==> config.mk <==
export PLATFORM = sky130hd
export DESIGN_NAME = eth_rx
export DESIGN_NICKNAME = d
export VERILOG_FILES = /design/src/rtl/eth_rx_pkg.sv /design/src/rtl/eth_rx_crc_chk.sv /design/src/rtl/eth_rx.sv
export SDC_FILE = /design/constraint.sdc
export NUM_CORES = 1
export LEC_CHECK = 0
export ABC_AREA = 1
export CORE_UTILIZATION = 45
export DETAILED_ROUTE_END_ITERATION = 16
export HOLD_SLACK_MARGIN = 0.05
export PLACE_DENSITY = 0.73
export SLEW_MARGIN = 20
export SYNTH_ARGS = -nofsm -noshare
export SYNTH_HDL_FRONTEND = slang
export SYNTH_HIERARCHICAL = 1
export SYNTH_SLANG_ARGS = --single-unit
==> constraint.sdc <==
create_clock -name Clk -period 6.9 [get_ports Clk]
set_input_delay 1.035 -clock Clk [delete_from_list [all_inputs] [get_ports Clk]]
set_output_delay 1.035 -clock Clk [all_outputs]
set_load 0.01 [all_outputs]
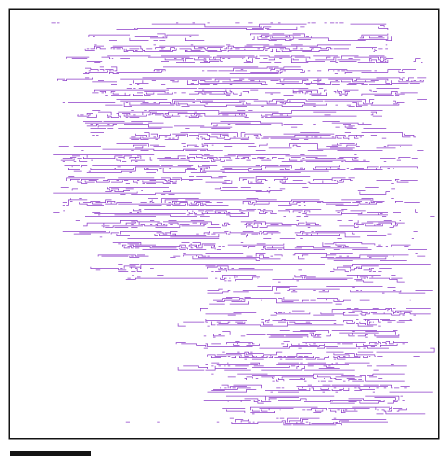
Run 1: signal wires on met1
The bar under the picture is 20 um long.
longest straight run: 53.8 um
wire length on this layer: 5940 um
share of all routed wire: 48%
met1 Use GR: 0.3297
aggregate routed wire length: 12.43 mm
vias after detailed routing: 4863

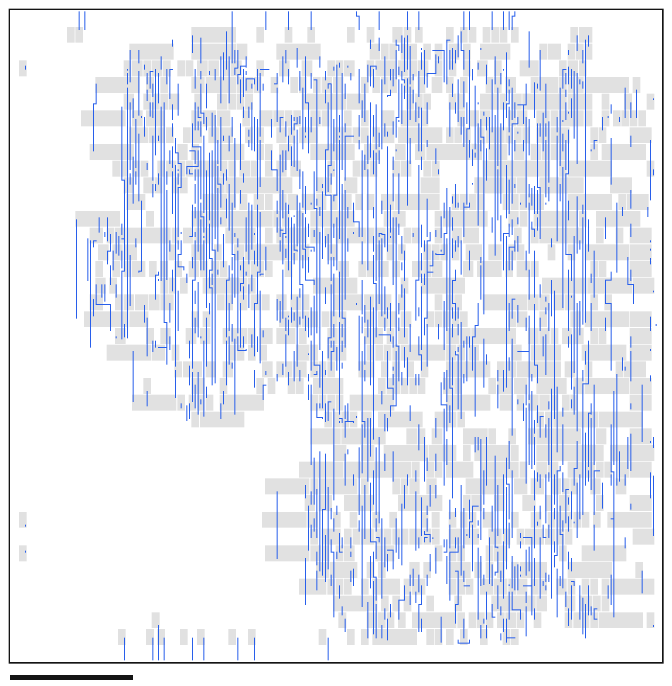
Run 1: metal 2
The bar under the picture is 20 um long.
wire length on this layer: 5330 um
share of all routed wire: 43%
GRT met2 Usage: 0.3539

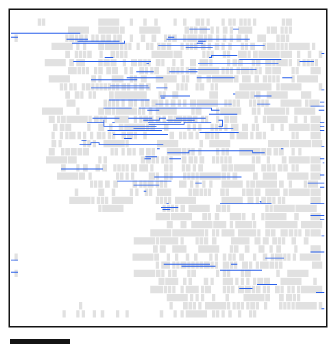
Run 1: the metal 3 layer
The bar under the picture is 20 um long.
wire length on this layer: 920 um
main direction: horizontal
longest straight run: 35.4 um
grt met3 use: 0.03372

==> Changelog: implementation, run 1 <==
### Metrics

- Placed cell area: 4980 um2
- Biggest area contributors in the synthesized netlist: sky130_fd_sc_hd__dfxtp_1 28%, sky130_fd_sc_hd__nand2_1 21%, sky130_fd_sc_hd__nand3_1 8.8%
- Path type of the worst min-delay path: flip-flop to flip-flop
- Fraction of power spent switching nets: 0.3177
- Most common library cell in the layout ignoring fill and taps: sky130_fd_sc_hd__nand2_1
- Setup-violating endpoint count in the final report: 0
- Number of maximum-capacitance violations: 0
- Design Area, Final: 5251 um2
- Min-Delay Path Depth: 2
- Number of port buffers: 17
- Period Utilization, post-route: 0.6142
- # DRC: 0
- Core Util at FP: 0.4676
- Synth cell count leaders: 274 x sky130_fd_sc_hd__nand2_1, 86 x sky130_fd_sc_hd__nand3_1, 80 x sky130_fd_sc_hd__inv_1
- Cell with the most instances on the worst path: sky130_fd_sc_hd__nor2_1
- Die height: 106.0 um
- Number of cell rows: 37
- Half-perimeter wire length after detailed placement: 8.768 mm
- Run status: finished, final reports clean
- Clock sinks: 69
- Pwr Density: 217.9 nW/um2
- Filler cell count: 1085
- Leakage power figure: 2.528 nW
- Clock period minus final worst setup slack: about 4200 ps
- Instance tally after logic synthesis: 802
- Congestion Overflow GR: 0
- Number of warning messages in the logs: 29
- Routed wire length on met2: 5.325 mm
- Cts hold-fix bufs: 0
- Clk latency late pin: approximately 360 ps
- Htree depth: 3
- Synth top cell by count: sky130_fd_sc_hd__nand2_1
- Cell area after synthesis: 4871 um2
- Clock power frac: 0.394
- Flip-flop and latch count after synthesis: 69
- Chip area: 11240 um2
- Startpoint class of the critical path: input pin
- Topmost layer with routed signal wires: met4
- Top library cells by usage in the layout, fill and taps aside: 274 x sky130_fd_sc_hd__nand2_1, 86 x sky130_fd_sc_hd__nand3_1, 80 x sky130_fd_sc_hd__inv_1, 69 x sky130_fd_sc_hd__dfxtp_1, 66 x sky130_fd_sc_hd__nor2_1
- Ys cells: between 800 and 900
- Worst-path fanout max: about 43
- Slowest Stage Delay on Critical Path: 690 ps
- Count of pins on the block boundary: approximately 50
- Data arrival time of the critical path: 4530 ps
- Comb pwr share: 0.224
- Number of cells upsized or downsized after cts: 0
- Crit path capture type: flip-flop
- Total inserted antenna cells: 0
- Flip-flop count of the largest register, all copies and words added: 32
- Area grow syn2layout: 7.809%
- Share of the synthesized area in the top cell type: 0.2836
- Number of nets still failing antenna checks after routing: 0
- Worst-case headroom to the max-slew limit: 0.2685
- Internal: just under 800 uW
- YS chip area: 4871 um2
- Post-DR wirelength/cell: between 10 and 15 um
- Crit-path cells: clkdlybuf4s50_1 > nand3_4 > nor2_4 > nand2_1 > inv_2 > inv_1 > a211oi_1 > o21ai_0 > nor2_1 > nand4_1 > nor2_1 > nand3_1 > nor2_2
- Via-to-Cell Ratio: 5.119
- Wire length of the first global-routing pass: 20.76 mm
- Share of power burned in registers: 0.382
- Placeable core region: between 10000 and 15000 um2
- Fraction of final layout cells with drive strength greater than 1: 0.08845
- Clock-pin slew reported for the worst setup and hold paths after clock tree synthesis: 70 ps
- 1st-iter DRT viols: 533
- RSZ-0062 raised after global routing: no
- Pre-Repair DR Iteration Count: 5
- Post-route setup TNS: 0 ps
- Routability Congestion: 0.8896
- Length of routed wiring on met1: 5.943 mm
- Data required time of the worst path: 7200 ps
- Number of warning messages in the yosys log: 6
- Worst clock skew: 8.716 ps
- FFs w/ async S/R, synth: 0
- Met3 wire length: 920 um
- Width of the die: 106.0 um
- Sequential cell area fraction in the yosys report: 0.2836
- Primary FF master, synth: sky130_fd_sc_hd__dfxtp_1
- Sw Pwr: around 360 uW
- Busiest grt layer: met2
- Buffers inserted by post-CTS timing repair: 0
- Setup slack of the worst register-to-register path: 3370 ps
- Final hold violation count: 0
- Clock tree from TritonCTS: yes
-- run 1: cell families after synthesis --
| kind of cell | Yosys count | share of synthesized area |
|---|---|---|
| AND-OR/OR-AND | 75 | 0.08271 |
| XOR/XNOR | 15 | 0.02697 |
| adder cells (fa/ha/maj) | 5 | 0.01284 |
| buffers and inverters | 144 | 0.1436 |
| flip-flops | 69 | 0.2836 |
| other | 1 | 0.0007699 |
| AND/OR/NAND/NOR | 493 | 0.4495 |
-- run 1: metrics by stage --
step                      worst slack (ps)  utilization  std cells  total power [mW]
after floorplan                       4002            -        833            0.6550
after global placement                2449       0.4781        934            0.6978
after detailed placement              2360       0.4781        934            0.6986
after CTS                             2727       0.5041        950             1.149
after global routing                  2208       0.5041        950             1.206
final                                 2662       0.5041        950             1.144
-- run 1: power by group through the flow --
stage / Sequential [mW] / Clock [mW] / Combinational (mW)
5_1_grt: 0.439 / 0.477 / 0.290
6_report: 0.437 / 0.451 / 0.257
4_1_cts: 0.436 / 0.458 / 0.254
2_1_floorplan: 0.442 / 0 / 0.213
3_3_place_gp: 0.446 / 0 / 0.252
3_5_place_dp: 0.446 / 0 / 0.253
-- run 1: worst max-delay path, delay by kind of cell --
| family | cells | cell delay [ps] |
|---|---|---|
| buf+inv | 3 | 1960 |
| simple gates | 8 | 980 |
| compound gates | 2 | 500 |
-- run 1: cell type report --
| cell class | count | area [um2] | area share |
|---|---|---|---|
| repair buffers | 18 | 177.7 | 0.03383 |
| flip-flops and latches | 69 | 1381 | 0.2630 |
| clock inverters | 6 | 133.9 | 0.02549 |
| multi-input cells | 620 | 2909 | 0.5540 |
| inverters | 91 | 341.6 | 0.06505 |
| well taps | 136 | 170.2 | 0.03240 |
| clock buffers | 10 | 137.6 | 0.02621 |
Run 1, signal wires on met4:
The bar under the picture is 20 um long.
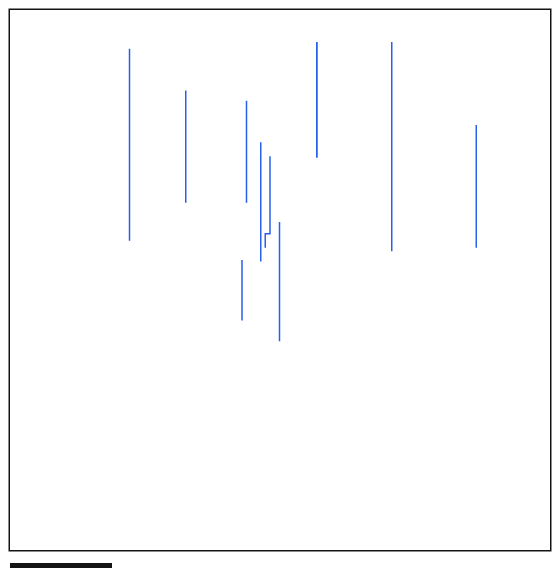

## Run 2: what changed since run 1
==> constraint.sdc (replaced) <==
create_clock -name Clk -period 4.1 [get_ports Clk]
set_input_delay 0.615 -clock Clk [delete_from_list [all_inputs] [get_ports Clk]]
set_output_delay 0.615 -clock Clk [all_outputs]
set_load 0.01 [all_outputs]
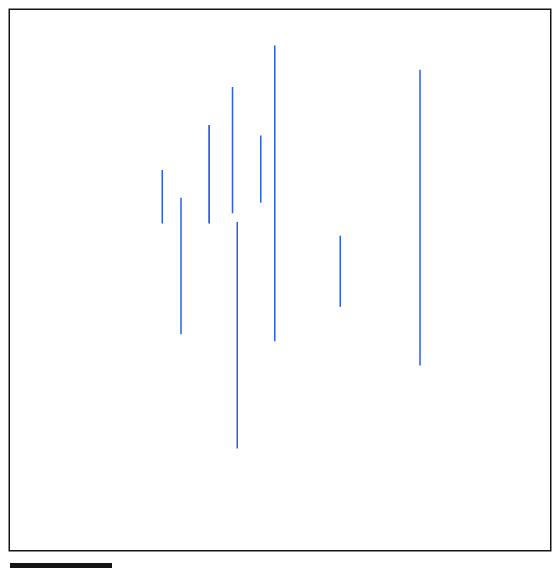
Run 2: signal wires on met4
The bar under the picture is 20 um long.
main direction: vertical
nets with wire on the layer: 7
longest straight run: 57.8 um
wire length on this layer: 267 um
aggregate routed wire length: 12.23 mm
vias after detailed routing: 4749

==> run 2 against run 1 <==
Against the previous run:
- sequential power up 68%
- final cell count unchanged
- synthesized area unchanged
- clock skew about the same
- largest power group is now registers
- sequential share of layout area up 0.49 points
- core utilization down 0.92 points
- combinational power up 68%
==> Changelog: implementation, run 2 <==
### Metrics

- Leakage power figure: 2.489 nW (-1.5%)
- Flip-flop count of the largest register, all copies and words added: 32 (unchanged)
- Top delay family on crit path: simple AND/OR/NAND/NOR gates
- Period Utilization, post-route: 0.7155
- Placed cell area: 5002 um2 (+0.45%)
- Clock sinks: 69 (unchanged)
- # DRC: 0 (unchanged)
- Pre-Repair DR Iteration Count: 5 (unchanged)
- Clock tree from TritonCTS: yes
- 1st-iter DRT viols: 498 (-6.6%)
- Core Util, Final: 0.4949 (-0.009249)
- Primary FF master, synth: sky130_fd_sc_hd__dfxtp_1
- Stages on worst setup path: 17 (+4)
- Path type of the worst min-delay path: flip-flop to flip-flop
- Chip area: 11240 um2 (unchanged)
- Number of maximum-capacitance violations: 0 (unchanged)
- Filler cell count: 1077 (-0.74%)
- Synth top cell by count: sky130_fd_sc_hd__nand2_1
- Share of the synthesized area in the top cell type: 0.2836 (unchanged)
- Sequential cell area fraction in the yosys report: 0.2836 (unchanged)
- Cell area after synthesis: 4871 um2 (unchanged)
- Htree depth: 3 (unchanged)
- Setup-violating endpoint count in the final report: 0 (unchanged)
- Post-DR wirelength/cell: 12.87 um (-1.6%)
- Top library cells by usage in the layout, fill and taps aside: 274 x sky130_fd_sc_hd__nand2_1, 86 x sky130_fd_sc_hd__nand3_1, 80 x sky130_fd_sc_hd__inv_1, 69 x sky130_fd_sc_hd__dfxtp_1, 66 x sky130_fd_sc_hd__nor2_1
- Placeable core region: 10420 um2 (unchanged)
- Wire length of the first global-routing pass: 19.68 mm (-5.2%)
- Data arrival time of the critical path: 3230 ps (-1300 ps)
- Cts hold-fix bufs: 0 (unchanged)
- Total inserted antenna cells: 0 (unchanged)
- YS chip area: 4871 um2 (unchanged)
- Number of warning messages in the logs: 29 (unchanged)
- Design Area, Final: 5155 um2 (-1.8%)
- Congestion Overflow GR: 0 (unchanged)
- Worst-path fanout max: 25 (-42%)
- Crit path capture type: flip-flop
- FFs w/ async S/R, synth: 0 (unchanged)
- Startpoint class of the critical path: flip-flop
- Run status: finished, final reports clean
- Number of cell rows: 37 (unchanged)
- Setup slack of the worst register-to-register path: 1170 ps (-2200 ps)
- Number of cells upsized or downsized after cts: 0 (unchanged)
- Fraction of final layout cells with drive strength greater than 1: 0.08845 (unchanged)
- Worst path buffer plus inverter count: 5 (+2)
- Number of port buffers: 17 (unchanged)
- Area grow syn2layout: 5.831%
- Crit-path cells: inv_1 > ha_1 > nand2_1 > nor3_2 > nand4_1 > nand2_1 > inv_2 > inv_1 > buf_4 > nand2_1 > nand3_1 > nand2_1 > inv_1 > nand2_1 > nor2_1 > nand3_1 > nor2_2
- Most common library cell in the layout ignoring fill and taps: sky130_fd_sc_hd__nand2_1
- Width of the die: 106.0 um (unchanged)
- Routability Congestion: 0.8857 (-0.44%)
- Count of pins on the block boundary: 50 (unchanged)
- Clock period minus final worst setup slack: 2933 ps
- Flip-flop and latch count after synthesis: 69 (unchanged)
- Number of warning messages in the yosys log: 6 (unchanged)
- RSZ-0062 raised after global routing: no
- Via-to-Cell Ratio: 4.999 (-2.3%)
- Biggest area contributors in the synthesized netlist: sky130_fd_sc_hd__dfxtp_1 28%, sky130_fd_sc_hd__nand2_1 21%, sky130_fd_sc_hd__nand3_1 8.8%
- Pwr Density: 318.3 nW/um2 (+46%)
- Total Power Consumption: 1.641 mW (+43%)
- Number of nets still failing antenna checks after routing: 0 (unchanged)
run 2: area by class of cell:
cell class | instances | area, um2 | area share
Sequential cell | 69 | 1381 | 0.2680
Clock buffer | 10 | 137.6 | 0.02670
Tap cell | 136 | 170.2 | 0.03301
Multi-Input combinational cell | 620 | 2909 | 0.5643
Clock inverter | 3 | 15.01 | 0.002913
Timing Repair Buffer | 21 | 200.2 | 0.03883
Inverter | 91 | 341.6 | 0.06626
run 2: metrics by stage:
| step | worst slack, ps | cells |
|---|---|---|
| final | 1167 | 950 |
| after global routing | 849.3 | 950 |
| after CTS | 1167 | 950 |
| after detailed placement | 850.4 | 937 |
| after global placement | 917.0 | 937 |
| after floorplan | 1622 | 833 |
run 2: power breakdown:
| group | switching [mW] | leakage, nW | internal [mW] |
|---|---|---|---|
| combinational | 0.301 | 1.85 | 0.132 |
| clock | 0.250 | 0.0836 | 0.223 |
| sequential | 0.0343 | 0.559 | 0.701 |
run 2: routing by layer:
metal,wire [um],global-route usage
met1,5947,0.3293
met2,5185,0.3324
met3,829,0.02759
met4,266,0.09325
met5,0,0
run 2: cell families after synthesis:
family          count (synthesis)  synth area share
simple gates                  493            0.4495
buf+inv                       144            0.1436
compound gates                 75           0.08271
flops                          69            0.2836
xor+xnor                       15           0.02697
fa+ha+maj                       5           0.01284
other cells                     1         0.0007699
No activity file was given, so power comes from the tool's default toggle rates.
